<file path="src/rtl/fpc_pkg.sv">
// fpc_pkg: shared types and constants for the fetch PC unit.
//   fpc_pred_entry_t : one in-flight fetch record {pc, pred_taken, pred_target}
//   INSTR_BYTES      : sequential fetch stride
package fpc_pkg;

  localparam int INSTR_BYTES = 4;

  typedef struct packed {
    logic [31:0] pc;
    logic        pred_taken;
    logic [31:0] pred_target;
  } fpc_pred_entry_t;

  // Sequential successor of a fetch PC (wraps modulo 2^32).
  function automatic logic [31:0] fpc_next_seq(input logic [31:0] pc);
    return pc + 32'(INSTR_BYTES);
  endfunction

endpackage

</file>
<file path="src/rtl/fpc_pred_fifo.sv">
// fpc_pred_fifo: in-order queue of fetched PCs and their BTB predictions,
// held until execute retires them.
// Ports:
//   clk_i, rst_ni       clock, synchronous active-low reset
//   flush_i             drop all entries (beats push/pop in the same cycle)
//   push_i/push_data_i  enqueue; accepted when not full, or when full and popping
//   pop_i               dequeue head (ignored while empty)
//   head_o              oldest entry
//   full_o, empty_o     occupancy flags
module fpc_pred_fifo
  import fpc_pkg::*;
#(
  parameter int DEPTH = 4
) (
  input  logic            clk_i,
  input  logic            rst_ni,
  input  logic            flush_i,
  input  logic            push_i,
  input  fpc_pred_entry_t push_data_i,
  input  logic            pop_i,
  output fpc_pred_entry_t head_o,
  output logic            full_o,
  output logic            empty_o
);

  localparam int AW = $clog2(DEPTH);

  fpc_pred_entry_t mem_q [DEPTH];
  logic [AW-1:0]   wr_ptr_q, rd_ptr_q;
  logic [AW:0]     cnt_q;
  logic            do_push, do_pop;

  assign full_o  = (cnt_q == (AW+1)'(DEPTH));
  assign empty_o = (cnt_q == '0);
  assign head_o  = mem_q[rd_ptr_q];

  // A full queue can still accept a push when the head leaves this cycle.
  assign do_push = push_i & (~full_o | pop_i);
  assign do_pop  = pop_i & ~empty_o;

  always_ff @(posedge clk_i) begin
    if (!rst_ni || flush_i) begin
      wr_ptr_q <= '0;
      rd_ptr_q <= '0;
      cnt_q    <= '0;
    end else begin
      // DEPTH is a power of two, so pointers wrap naturally.
      if (do_push) wr_ptr_q <= wr_ptr_q + 1'b1;
      if (do_pop)  rd_ptr_q <= rd_ptr_q + 1'b1;
      if (do_push && !do_pop)      cnt_q <= cnt_q + 1'b1;
      else if (!do_push && do_pop) cnt_q <= cnt_q - 1'b1;
    end
  end

  // Storage carries no reset; validity is tracked by the pointers/count.
  always_ff @(posedge clk_i) begin
    if (rst_ni && !flush_i && do_push) mem_q[wr_ptr_q] <= push_data_i;
  end

endmodule

</file>
<file path="src/rtl/fetch_pc_unit.sv">
// fetch_pc_unit: fetch-stage PC generator ahead of the branch target buffer.
// Drives the fetch PC, follows the BTB prediction, records every fetch in an
// in-order queue, checks each retired instruction against its prediction,
// redirects fetch on a mispredict and emits the BTB update.
// Ports:
//   fpc_clk, fpc_reset        clock, synchronous active-low reset
//   fpc_stall                 decode not ready
//   fpc_btb_valid_pred/target BTB prediction for fpc_pc (same cycle)
//   fpc_retire_*              retirement of the oldest queued instruction
//   fpc_pc, fpc_fetch_valid   fetch PC and "fetched + queued this cycle"
//   fpc_redirect              registered mispredict pulse
//   fpc_btb_write/branch_taken/new_pc/data  registered BTB update
// Optional: define FPC_PERF_CNT_EN to add saturating fpc_branch_cnt and
// fpc_mispred_cnt outputs.
module fetch_pc_unit
  import fpc_pkg::*;
#(
  parameter logic [31:0] RESET_PC = 32'h0000_0000,
  parameter int          QDEPTH   = 4
) (
  input  logic        fpc_clk,
  input  logic        fpc_reset,
  input  logic        fpc_stall,
  input  logic        fpc_btb_valid_pred,
  input  logic [31:0] fpc_btb_target,
  input  logic        fpc_retire_valid,
  input  logic        fpc_retire_is_branch,
  input  logic        fpc_retire_taken,
  input  logic [31:0] fpc_retire_target,
  output logic [31:0] fpc_pc,
  output logic        fpc_fetch_valid,
  output logic        fpc_redirect,
  output logic        fpc_btb_write,
  output logic        fpc_btb_branch_taken,
  output logic [31:0] fpc_btb_new_pc,
  output logic [31:0] fpc_btb_data
`ifdef FPC_PERF_CNT_EN
  ,
  output logic [31:0] fpc_branch_cnt,
  output logic [31:0] fpc_mispred_cnt
`endif
);

  logic [31:0]     pc_q, pc_d;
  logic            run_q;
  logic            redirect_q;
  logic            btb_write_q, btb_taken_q;
  logic [31:0]     btb_new_pc_q, btb_data_q;

  fpc_pred_entry_t head, push_entry;
  logic            q_full, q_empty;
  logic            pop, mispredict, redirect_now;
  logic [31:0]     head_seq, correct_pc, actual_target;

  fpc_pred_fifo #(.DEPTH(QDEPTH)) u_fifo (
    .clk_i       (fpc_clk),
    .rst_ni      (fpc_reset),
    .flush_i     (redirect_now),
    .push_i      (fpc_fetch_valid),
    .push_data_i (push_entry),
    .pop_i       (pop),
    .head_o      (head),
    .full_o      (q_full),
    .empty_o     (q_empty)
  );

  // ---- retire check ----
  assign pop      = fpc_retire_valid & ~q_empty;
  assign head_seq = fpc_next_seq(head.pc);

  // A non-branch should never have been predicted taken; a branch must match
  // both direction and (when taken) target.
  always_comb begin
    mispredict = 1'b0;
    if (fpc_retire_is_branch)
      mispredict = (fpc_retire_taken != head.pred_taken) ||
                   (fpc_retire_taken && (fpc_retire_target != head.pred_target));
    else
      mispredict = head.pred_taken;
  end

  assign redirect_now  = pop & mispredict;
  assign actual_target = fpc_retire_taken ? fpc_retire_target : head_seq;
  assign correct_pc    = (fpc_retire_is_branch && fpc_retire_taken) ? fpc_retire_target
                                                                    : head_seq;

  // ---- fetch ----
  assign fpc_fetch_valid = run_q & ~fpc_stall & (~q_full | pop) & ~redirect_now;
  assign push_entry      = '{pc: pc_q, pred_taken: fpc_btb_valid_pred,
                             pred_target: fpc_btb_target};

  always_comb begin
    pc_d = pc_q;
    if (redirect_now)
      pc_d = correct_pc;
    else if (fpc_fetch_valid)
      pc_d = fpc_btb_valid_pred ? fpc_btb_target : fpc_next_seq(pc_q);
  end

  always_ff @(posedge fpc_clk) begin
    if (!fpc_reset) begin
      pc_q         <= RESET_PC;
      run_q        <= 1'b0;
      redirect_q   <= 1'b0;
      btb_write_q  <= 1'b0;
      btb_taken_q  <= 1'b0;
      btb_new_pc_q <= '0;
      btb_data_q   <= '0;
    end else begin
      pc_q        <= pc_d;
      run_q       <= 1'b1;
      redirect_q  <= redirect_now;
      btb_write_q <= pop & fpc_retire_is_branch;
      if (pop && fpc_retire_is_branch) begin
        btb_taken_q  <= fpc_retire_taken;
        btb_new_pc_q <= head.pc;
        btb_data_q   <= actual_target;
      end
    end
  end

  assign fpc_pc               = pc_q;
  assign fpc_redirect         = redirect_q;
  assign fpc_btb_write        = btb_write_q;
  assign fpc_btb_branch_taken = btb_taken_q;
  assign fpc_btb_new_pc       = btb_new_pc_q;
  assign fpc_btb_data         = btb_data_q;

`ifdef FPC_PERF_CNT_EN
  logic [31:0] branch_cnt_q, mispred_cnt_q;

  always_ff @(posedge fpc_clk) begin
    if (!fpc_reset) begin
      branch_cnt_q  <= '0;
      mispred_cnt_q <= '0;
    end else begin
      if (pop && fpc_retire_is_branch && branch_cnt_q != 32'hFFFF_FFFF)
        branch_cnt_q <= branch_cnt_q + 1'b1;
      if (redirect_now && mispred_cnt_q != 32'hFFFF_FFFF)
        mispred_cnt_q <= mispred_cnt_q + 1'b1;
    end
  end

  assign fpc_branch_cnt  = branch_cnt_q;
  assign fpc_mispred_cnt = mispred_cnt_q;
`endif

endmodule

</file>
<file path="config.mk">
export PLATFORM = sky130hd
export DESIGN_NAME = fetch_pc_unit
export DESIGN_NICKNAME = d
export VERILOG_FILES = /design/src/rtl/fpc_pkg.sv /design/src/rtl/fpc_pred_fifo.sv /design/src/rtl/fetch_pc_unit.sv
export SDC_FILE = /design/constraint.sdc
export NUM_CORES = 1
export LEC_CHECK = 0
export ABC_CLOCK_PERIOD_IN_PS = 6500
export CORE_UTILIZATION = 40
export DETAILED_ROUTE_END_ITERATION = 16
export GPL_TIMING_DRIVEN = 0
export HOLD_SLACK_MARGIN = 0.06
export PLACE_DENSITY_LB_ADDON = 0.25
export SYNTH_ARGS = -nofsm -noshare
export SYNTH_HDL_FRONTEND = slang
export SYNTH_SLANG_ARGS = --single-unit
</file>
<file path="constraint.sdc">
create_clock -name fpc_clk -period 6.5 [get_ports fpc_clk]
set_input_delay 1.3 -clock fpc_clk [delete_from_list [all_inputs] [get_ports fpc_clk]]
set_output_delay 1.3 -clock fpc_clk [all_outputs]
set_load 0.02 [all_outputs]
</file>
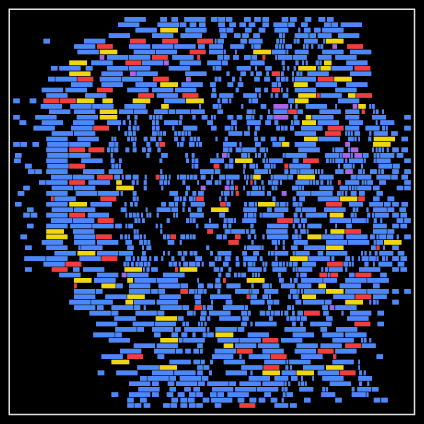
(images/drive_strength.png)
(2 px per um)
red -> drive 2  # cells 84, share 5.7%, most used mux4_2
blue -> drive 1 or less  # cells 1308, share 88%, most used edfxtp_1
purple -> drive 3 to 4  # cells 19, share 1.3%
yellow -> drive 6 and up  # cells 68, share 4.6%, most used clkbuf_16

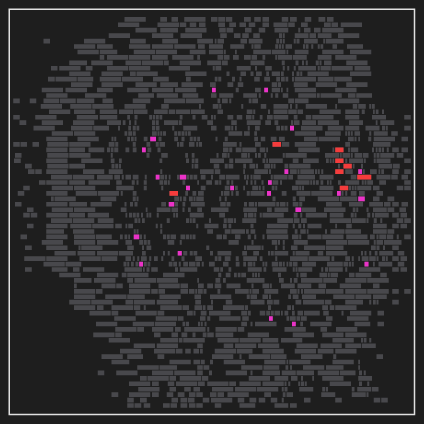
(images/gate_families.png)
(2 px per um)
magenta -> AND and OR gates  # cells 23
red -> adder and majority cells  # cells 8, where middle right

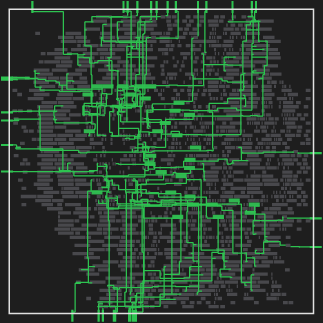
(images/port_nets.png)
(1.5 px per um)
green -> `fpc_pc`  # bits 32, direction output, edge 13 top, 10 bottom, 6 left, 3 right, end cells 32, wire 5590 um

==> path summary, 6_finish.rpt <==
kind                                           start                end
worst max-delay path            fpc_retire_is_branch    fpc_fetch_valid
worst min-delay path               fpc_btb_new_pc[6]  fpc_btb_new_pc[6]
worst max register to register             flip-flop    u_fifo.cnt_q[2]
worst min register to register     fpc_btb_new_pc[6]  fpc_btb_new_pc[6]
==> cell families after synthesis <==
| kind of cell | count (synthesis) | share of synthesized area [%] |
|---|---|---|
| AOI/OAI and AO/OA | 246 | 10.1 |
| and+or+nand+nor | 355 | 10.3 |
| muxes | 94 | 9.93 |
| xor gates and xnor gates | 65 | 3.56 |
| buffers and inverters | 92 | 2.92 |
| adders and majority gates | 8 | 0.673 |
| DFF | 369 | 62.5 |
==> metal layers <==
| layer | routed length (um) | global-route usage, % |
|---|---|---|
| met5 | 0 | 0 |
| met4 | 1600 | 8.36 |
| met3 | 4870 | 5.37 |
| met2 | 24200 | 40.4 |
| met1 | 22800 | 37.3 |
==> cell usage in the layout (no fill, tap or decap), types with 20 or more instances in the layout <==
master and instances:
a21oi_1 84, a221oi_1 20, clkbuf_1 54, clkbuf_16 41, clkdlybuf4s50_1 169, dfxtp_1 109
edfxtp_1 260, mux2i_1 37, mux4_2 51, nand2_1 129, nand3_1 28, nor2_1 93
nor3_1 35, o21ai_0 47, xnor2_1 34, xor2_1 31
==> through the flow <==
stage | util (%) | power, mW | hold WS (ns) | area (um2)
after detailed placement | 47.4 | 5.01 | 0.447 | 18500
after CTS | 50.8 | 7.30 | 0.455 | 19800
after floorplan | - | 4.15 | 0.466 | 16000
after global placement | 47.0 | 4.99 | 0.446 | 18300
after global routing | 50.8 | 7.55 | 0.478 | 19800
final | 50.8 | 7.29 | 0.454 | 19800
==> Slide: Implementation Results <==
Run Summary

Outcome
  • Status: finished, final reports clean

Worst setup path
  • Crit path DRT: 5.20 ns
  • Crit-path leading delay family: buffers and inverters
  • Crit end category: primary output
  • Critical Path AT: 4.68 ns
  • CP Buf/Inv Count: 4
  • Crit path depth: 11
  • Register-to-Register Path Depth: 18
  • CP cell instances: clkdlybuf4s50_1 -> and2_1 -> o31ai_1 -> a311o_1 -> nor4_1 -> nand4_1 -> o21ai_2 -> buf_4 -> buf_4 -> and2_1 -> clkdlybuf4s50_1
  • Largest stage delay on the critical path: 0.61 ns
  • Critical path type: in2out
  • CP startpoint kind: input pin

Die
  • Die width: 202 um
  • Die Size: 40700 um2
  • Core area: 39000 um2
  • Initial core utilization: 41.0%
  • Io pins: 171
  • Tap Count: 518

Yosys
  • Post-Syn Instances: 1229
  • Syn_nets: 1308
  • Top cells by count: edfxtp_1 (260), nand2_1 (129), dfxtp_1 (109)
  • Async SR Flop Fraction: 0%
  • Syn Std Cell Area: 16000 um2
  • EDFF count, synth: 260
  • Syn Area/Cell: 13.0 um2
  • Seq/Total Area, Yosys: 62.5%
  • Synth top cell by count: edfxtp_1
  • Yosys Chip Area: 16000 um2
  • Cell taking the most area after synthesis: edfxtp_1
  • Synthesized flop and latch total: 369
  • Cell area leaders: edfxtp_1 (49%), dfxtp_1 (14%), mux4_2 (7.2%)

Detailed routing
  • Drt drc: 0
  • Routed Antenna Nets: 0
  • Initial DRC count: 1349
  • Via count: 11720
  • DR WL/cell: 26.8 um
  • Post-DR vias/cell: 5.87
  • WL final: 53500 um

Timing
  • Final min period: 5.98 ns
  • # setup viols final: 0
  • Fin crit share: 92.0%
  • Fin. max-slew vios: 0
  • RSZ-0062 raised after global routing: false
  • Final hold vios: 0

Placed design
  • Placer congestion estimate: 0.938
  • Placed insts: 1924
  • PortBufs: 169
  • Hpwl dp: 38900 um

Finish
  • Area Growth Syn to Fin: 24.1%
  • Storage cell area: 9990 um2
  • Logic share of the area: 28.0%
  • Largest class: sequential cells
  • Filler cells: 3386
  • ANT cells: 0
  • Seq/total area: 50.4%
  • Max FFs per register: 260
  • Footprint of the multi-input gates: 5550 um2
  • Clock-cell share: 6.66%
  • Registers: 369
  • Non-clock buffer share: 11.4%
  • Logic inverters: 15
  • Non-clock buffer total of the final layout: 254
  • Biggest register: u_fifo.mem_q

Power
  • Reg power frac: 40.9%
  • Seq power: 2.98 mW
  • Sw Share: 32.6%
  • Static Leak: 6.36 nW
  • Clk pwr share: 31.6%
  • Internal power: 4.91 mW
  • P per Cell Area: 368 nW/um2
  • Top pwr grp: registers
  • Combinational power: 2.01 mW
  • Clk pwr: 2.30 mW

CTS
  • Clock-pin slew on the worst setup and hold paths: 0.06 ns
  • CTS H-Tree Depth: 2
  • Clock latency at the later pin of the worst-skew pair: 0.57 ns
  • TritonCTS Sinks: 369
  • Buffer count from post-CTS setup fixing: 0
  • Post-CTS sizing: 0
  • CTS buffer count: 40
  • CTS max path bufs: 3

Global route
  • Vias in the first global route: 11134
  • First-pass GRT wire length: 77300 um
  • Largest net degree at the start of global routing: 29
  • Initial antenna violation count: 1

Worst hold path
  • Hold Crit Depth: 2

Run
  • Count of tool warnings: 29
Power and IR drop assume default switching activity.
